<file path="src/rtl/booth_mul_pipe.sv">
// booth_mul_pipe: pipelined radix-4 Booth multiplier, per-op signed/unsigned, tag sideband.
// Latency: 3 register stages; a pair accepted at edge N shows out_valid after edge N+2.
// Backpressure: out_valid && !out_ready freezes every stage and drops in_ready (global stall).
// Optional accumulator: define BOOTH_MUL_ACC_EN to add acc_en/acc_clr/ACC.

module booth_mul_pipe #(
  parameter int WIDTH = 32,
  parameter int TAG_W = 4
) (
  input  logic                 sys_clk,
  input  logic                 sys_rst_n,
  input  logic                 in_valid,
  output logic                 in_ready,
  input  logic                 sgn,
  input  logic [WIDTH-1:0]     A,
  input  logic [WIDTH-1:0]     B,
  input  logic [TAG_W-1:0]     in_tag,
  output logic                 out_valid,
  input  logic                 out_ready,
  output logic [2*WIDTH-1:0]   P,
  output logic [TAG_W-1:0]     out_tag
`ifdef BOOTH_MUL_ACC_EN
  ,
  input  logic                 acc_en,
  input  logic                 acc_clr,
  output logic [2*WIDTH+7:0]   ACC
`endif
);

  // Product width, extended-operand width, Booth row count, rows incl. correction row.
  localparam int PW   = 2 * WIDTH;
  localparam int EW   = WIDTH + 2;
  localparam int NPP  = WIDTH / 2 + 1;
  localparam int NROW = NPP + 1;

  // ---------------------------------------------------------------------------
  // Pipeline state
  // ---------------------------------------------------------------------------
  logic                 r_s1_vld;
  logic [PW-1:0]        r_s1_pp [NPP];
  logic [NPP-1:0]       r_s1_neg;
  logic [TAG_W-1:0]     r_s1_tag;

  logic                 r_s2_vld;
  logic [PW-1:0]        r_s2_sum;
  logic [PW-1:0]        r_s2_car;
  logic [TAG_W-1:0]     r_s2_tag;

  logic                 r_out_vld;
  logic [PW-1:0]        r_p;
  logic [TAG_W-1:0]     r_out_tag;

`ifdef BOOTH_MUL_ACC_EN
  // Signedness and accumulate-enable only matter at retirement, so they ride along.
  logic                 r_s1_sgn;
  logic                 r_s1_acc;
  logic                 r_s2_sgn;
  logic                 r_s2_acc;
  logic                 r_s3_sgn;
  logic                 r_s3_acc;
`endif

  // ---------------------------------------------------------------------------
  // Flow control: one global advance enable; a held output freezes everything.
  // in_ready depends only on registered state and out_ready, never on in_valid.
  // ---------------------------------------------------------------------------
  logic w_adv;

  assign w_adv     = !(r_out_vld && !out_ready);
  assign in_ready  = w_adv;
  assign out_valid = r_out_vld;
  assign P         = r_p;
  assign out_tag   = r_out_tag;

  // ---------------------------------------------------------------------------
  // Stage 1 datapath: extend operands to WIDTH+2 bits and Booth-encode B.
  // A is carried at full product width so every row is already sign-correct.
  // ---------------------------------------------------------------------------
  logic [PW-1:0]  w_a_ext;
  logic [1:0]     w_b_hi;
  logic [EW:0]    w_b_pad;   // extended B with the implicit b[-1] = 0 below bit 0
  logic [PW-1:0]  w_pp [NPP];
  logic [NPP-1:0] w_neg;

  assign w_a_ext = sgn ? {{(PW-WIDTH){A[WIDTH-1]}}, A} : {{(PW-WIDTH){1'b0}}, A};
  assign w_b_hi  = sgn ? {2{B[WIDTH-1]}} : 2'b00;
  assign w_b_pad = {w_b_hi, B, 1'b0};

  for (genvar g = 0; g < NPP; g++) begin : g_enc
    logic [2:0]    w_trip;
    logic          w_one;
    logic          w_two;
    logic [PW-1:0] w_mag;

    // Overlapping triplet {b[2g+1], b[2g], b[2g-1]} selects the digit.
    assign w_trip   = w_b_pad[2*g+2 : 2*g];
    assign w_one    = w_trip[1] ^ w_trip[0];
    assign w_two    = (w_trip == 3'b011) || (w_trip == 3'b100);
    // 111 encodes zero; treating it as non-negative avoids a useless correction.
    assign w_neg[g] = w_trip[2] && !(w_trip[1] && w_trip[0]);
    assign w_mag    = w_two ? {w_a_ext[PW-2:0], 1'b0} : (w_one ? w_a_ext : '0);
    // Negative rows hold the one's complement; the +1 goes into the correction row.
    assign w_pp[g]  = (w_neg[g] ? ~w_mag : w_mag) << (2 * g);
  end

  // Stage 1 registers: Booth rows, negate flags and sideband of an accepted pair.
  always_ff @(posedge sys_clk or negedge sys_rst_n) begin
    if (!sys_rst_n) begin
      r_s1_vld <= 1'b0;
      r_s1_pp  <= '{default: '0};
      r_s1_neg <= '0;
      r_s1_tag <= '0;
`ifdef BOOTH_MUL_ACC_EN
      r_s1_sgn <= 1'b0;
      r_s1_acc <= 1'b0;
`endif
    end else if (w_adv) begin
      r_s1_vld <= in_valid;
      if (in_valid) begin
        r_s1_pp  <= w_pp;
        r_s1_neg <= w_neg;
        r_s1_tag <= in_tag;
`ifdef BOOTH_MUL_ACC_EN
        r_s1_sgn <= sgn;
        r_s1_acc <= acc_en;
`endif
      end
    end
  end

  // ---------------------------------------------------------------------------
  // Stage 2 datapath: collect the negate bits into one correction row (bit 2g
  // of row g is always zero-free of overlap) and reduce all rows with a 3:2
  // carry-save chain. The carry shifted out of the top is discarded, which is
  // exactly the modulo 2^(2*WIDTH) truncation of the product.
  // ---------------------------------------------------------------------------
  logic [PW-1:0] w_cor;
  logic [PW-1:0] w_row  [NROW];
  logic [PW-1:0] w_cs_s [NROW+1];
  logic [PW-1:0] w_cs_c [NROW+1];

  for (genvar g = 0; g < NPP; g++) begin : g_cor
    assign w_cor[2*g]   = r_s1_neg[g];
    assign w_cor[2*g+1] = 1'b0;
    assign w_row[g]     = r_s1_pp[g];
  end
  assign w_cor[PW-1:2*NPP] = '0;
  assign w_row[NPP]        = w_cor;

  assign w_cs_s[0] = '0;
  assign w_cs_c[0] = '0;

  for (genvar g = 0; g < NROW; g++) begin : g_csa
    assign w_cs_s[g+1] = w_cs_s[g] ^ w_cs_c[g] ^ w_row[g];
    assign w_cs_c[g+1] = ((w_cs_s[g] & w_cs_c[g]) |
                          (w_cs_s[g] & w_row[g])  |
                          (w_cs_c[g] & w_row[g])) << 1;
  end

  // Stage 2 registers: carry-save pair plus sideband.
  always_ff @(posedge sys_clk or negedge sys_rst_n) begin
    if (!sys_rst_n) begin
      r_s2_vld <= 1'b0;
      r_s2_sum <= '0;
      r_s2_car <= '0;
      r_s2_tag <= '0;
`ifdef BOOTH_MUL_ACC_EN
      r_s2_sgn <= 1'b0;
      r_s2_acc <= 1'b0;
`endif
    end else if (w_adv) begin
      r_s2_vld <= r_s1_vld;
      if (r_s1_vld) begin
        r_s2_sum <= w_cs_s[NROW];
        r_s2_car <= w_cs_c[NROW];
        r_s2_tag <= r_s1_tag;
`ifdef BOOTH_MUL_ACC_EN
        r_s2_sgn <= r_s1_sgn;
        r_s2_acc <= r_s1_acc;
`endif
      end
    end
  end

  // ---------------------------------------------------------------------------
  // Stage 3: carry-propagate add into the output register.
  // ---------------------------------------------------------------------------
  logic [PW-1:0] w_sum_final;

  assign w_sum_final = r_s2_sum + r_s2_car;

  // Output register: loads only real results, so bubbles leave P/out_tag untouched.
  always_ff @(posedge sys_clk or negedge sys_rst_n) begin
    if (!sys_rst_n) begin
      r_out_vld <= 1'b0;
      r_p       <= '0;
      r_out_tag <= '0;
`ifdef BOOTH_MUL_ACC_EN
      r_s3_sgn  <= 1'b0;
      r_s3_acc  <= 1'b0;
`endif
    end else if (w_adv) begin
      r_out_vld <= r_s2_vld;
      if (r_s2_vld) begin
        r_p       <= w_sum_final;
        r_out_tag <= r_s2_tag;
`ifdef BOOTH_MUL_ACC_EN
        r_s3_sgn  <= r_s2_sgn;
        r_s3_acc  <= r_s2_acc;
`endif
      end
    end
  end

`ifdef BOOTH_MUL_ACC_EN
  // ---------------------------------------------------------------------------
  // Accumulator: adds each retiring product flagged at issue, extended by its
  // own signedness; wraps modulo 2^(2*WIDTH+8).
  // ---------------------------------------------------------------------------
  localparam int AW = PW + 8;

  logic [AW-1:0] r_acc;
  logic [AW-1:0] w_p_ext;
  logic          w_retire_acc;

  assign w_p_ext      = r_s3_sgn ? {{8{r_p[PW-1]}}, r_p} : {8'b0, r_p};
  assign w_retire_acc = r_out_vld && out_ready && r_s3_acc;
  assign ACC          = r_acc;

  // Accumulate on retirement; acc_clr restarts from this product, or from zero if none retires.
  always_ff @(posedge sys_clk or negedge sys_rst_n) begin
    if (!sys_rst_n) begin
      r_acc <= '0;
    end else if (w_retire_acc) begin
      r_acc <= acc_clr ? w_p_ext : (r_acc + w_p_ext);
    end else if (acc_clr) begin
      r_acc <= '0;
    end
  end
`endif

endmodule

</file>
<file path="config.mk">
export PLATFORM = sky130hd
export DESIGN_NAME = booth_mul_pipe
export DESIGN_NICKNAME = d
export VERILOG_FILES = /design/src/rtl/booth_mul_pipe.sv
export SDC_FILE = /design/constraint.sdc
export NUM_CORES = 2
export LEC_CHECK = 0
export ABC_AREA = 1
export CORE_MARGIN = 1.5
export CORE_UTILIZATION = 70
export CTS_BUF_LIST = sky130_fd_sc_hd__clkbuf_4
export DETAILED_ROUTE_END_ITERATION = 16
export PLACE_DENSITY_LB_ADDON = 0.3
export SLEW_MARGIN = 5
export SYNTH_ARGS = -nofsm -noshare
export SYNTH_HDL_FRONTEND = slang
export SYNTH_SLANG_ARGS = --single-unit
</file>
<file path="constraint.sdc">
create_clock -name sys_clk -period 18 [get_ports sys_clk]
set_input_delay 2.7 -clock sys_clk [delete_from_list [all_inputs] [get_ports sys_clk]]
set_output_delay 2.7 -clock sys_clk [all_outputs]
set_load 0.05 [all_outputs]
</file>
==> results.cfg <==
; generated from flow reports
[worst_setup_path]
timing.rr.start = r_s1_pp[1086]$_DFFE_PN0P_
path_max_fanout = 4
crit_family = adder cells
cpMaxStageDelayCell = fa_1
worst-path-stages = 22
crit_end = r_s2_sum[62]$_DFFE_PN0P_
reg2reg_depth = 22

[final_layout]
buf_share_pct = 3.16
final_common_cell = nand2_1

[yosys]
synth-edff-count = 0
synth_warnings = 0
synth_top_area_share_pct = 33.8
yosys.area_share.adder_pct = 23.6
ys_area_um2 = 58500
common_cells = 2028 x nand2_1, 790 x dfrtp_1, 575 x inv_1
yosysTopAreaCell = dfrtp_1
synth-xor-area-share_pct = 0.614
synth.logic.top_family = adder cells

[worst_hold_path]
hold_class = flop to flop

[timing]
rsz0062_at_grt = false

[global_route]
grt_pass1_vias = 51349
grt_pass1_wl_um = 283000

[run_status]
status = complete, no violations

[place]
placed_cell_area_um2 = 59900
sequential cells by signal (all words and copies together) (netlist names):
register and count:
P 64, out_tag 4, out_valid 1, r_s1_neg 17, r_s1_pp 576, r_s1_tag 4
r_s1_vld 1, r_s2_car 54, r_s2_sum 64, r_s2_tag 4, r_s2_vld 1
layer usage:
metal | vias up | share of wire [%] | global-route usage, % | routed length (um)
li1 | 22866 | - | - | -
met1 | 24881 | 37 | 56.5 | 66800
met2 | 3439 | 45 | 64.8 | 80800
met3 | 772 | 12 | 12.0 | 22500
met4 | 6 | 5.8 | 22.7 | 10500
met5 | - | 0.026 | 0 | 47
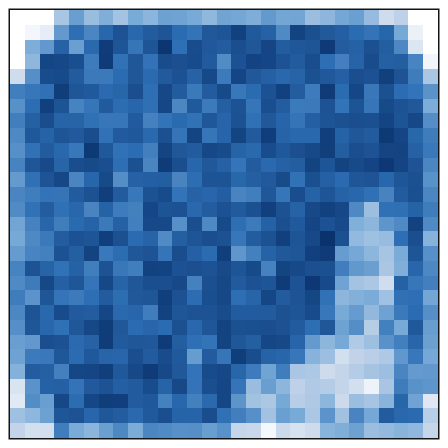
(cell area per tile)
The die is cut into 29 by 29 equal tiles; white is low, dark blue is high, 0 to 100% covered.
mean over tiles: 72%
nearly empty tiles: 1.2%
tiles over 75% full: 58%
utilization after layout: 76.0%
core area: 82400 um^2
floorplan-stage core utilization: 71.0%

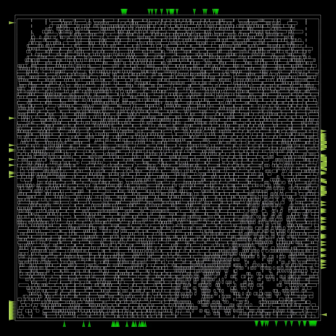
(placed standard cells)
fill count: 5892
Non-Filler Instances: 8211
Tapcells: 1070
flop share of the area: 31.6%
Flop Count: 790

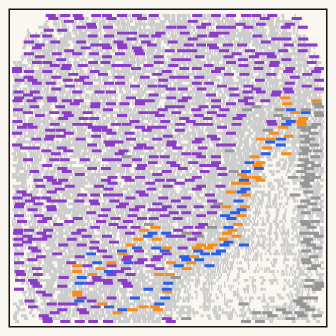
(register map, names as in the netlist)
legend:
  r_s2_sum:
    colour: orange
    sequential_cells: 64
  r_s1_pp:
    colour: purple
    sequential_cells: 576
    where: widely spread
  r_s2_car:
    colour: blue
    sequential_cells: 54
not coloured: 96
Sequential cell area: 19800 um^2

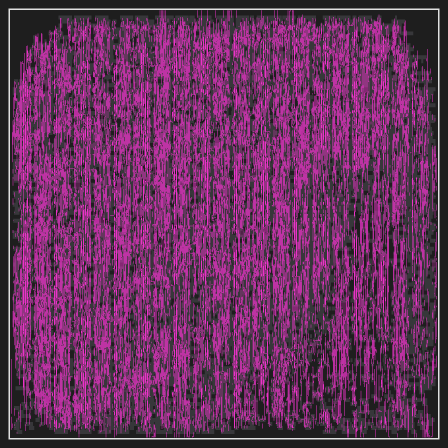
(the metal 2 layer)
Cells faint in the background.
wire length on this layer: 80.8 mm
nets with wire on the layer: 6353
Vias: 51964
met2 usage: 64.8%
drt total wl: 181000 um

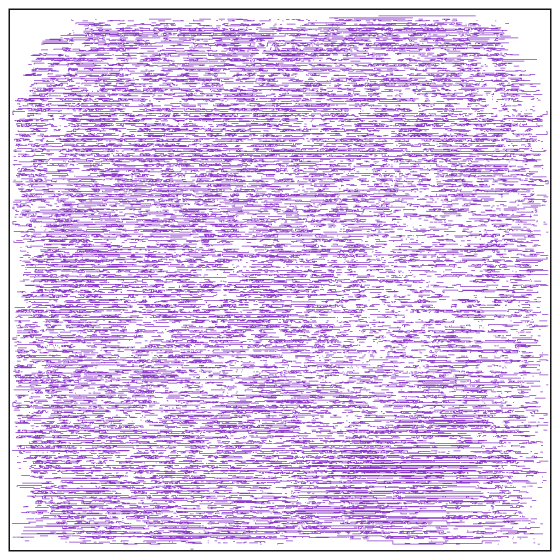
(metal 1)
main direction: horizontal
nets with wire on the layer: 7348
longest straight run: 77.7 um
wire length on this layer: 66.8 mm
global-route met1 utilization: 56.5%

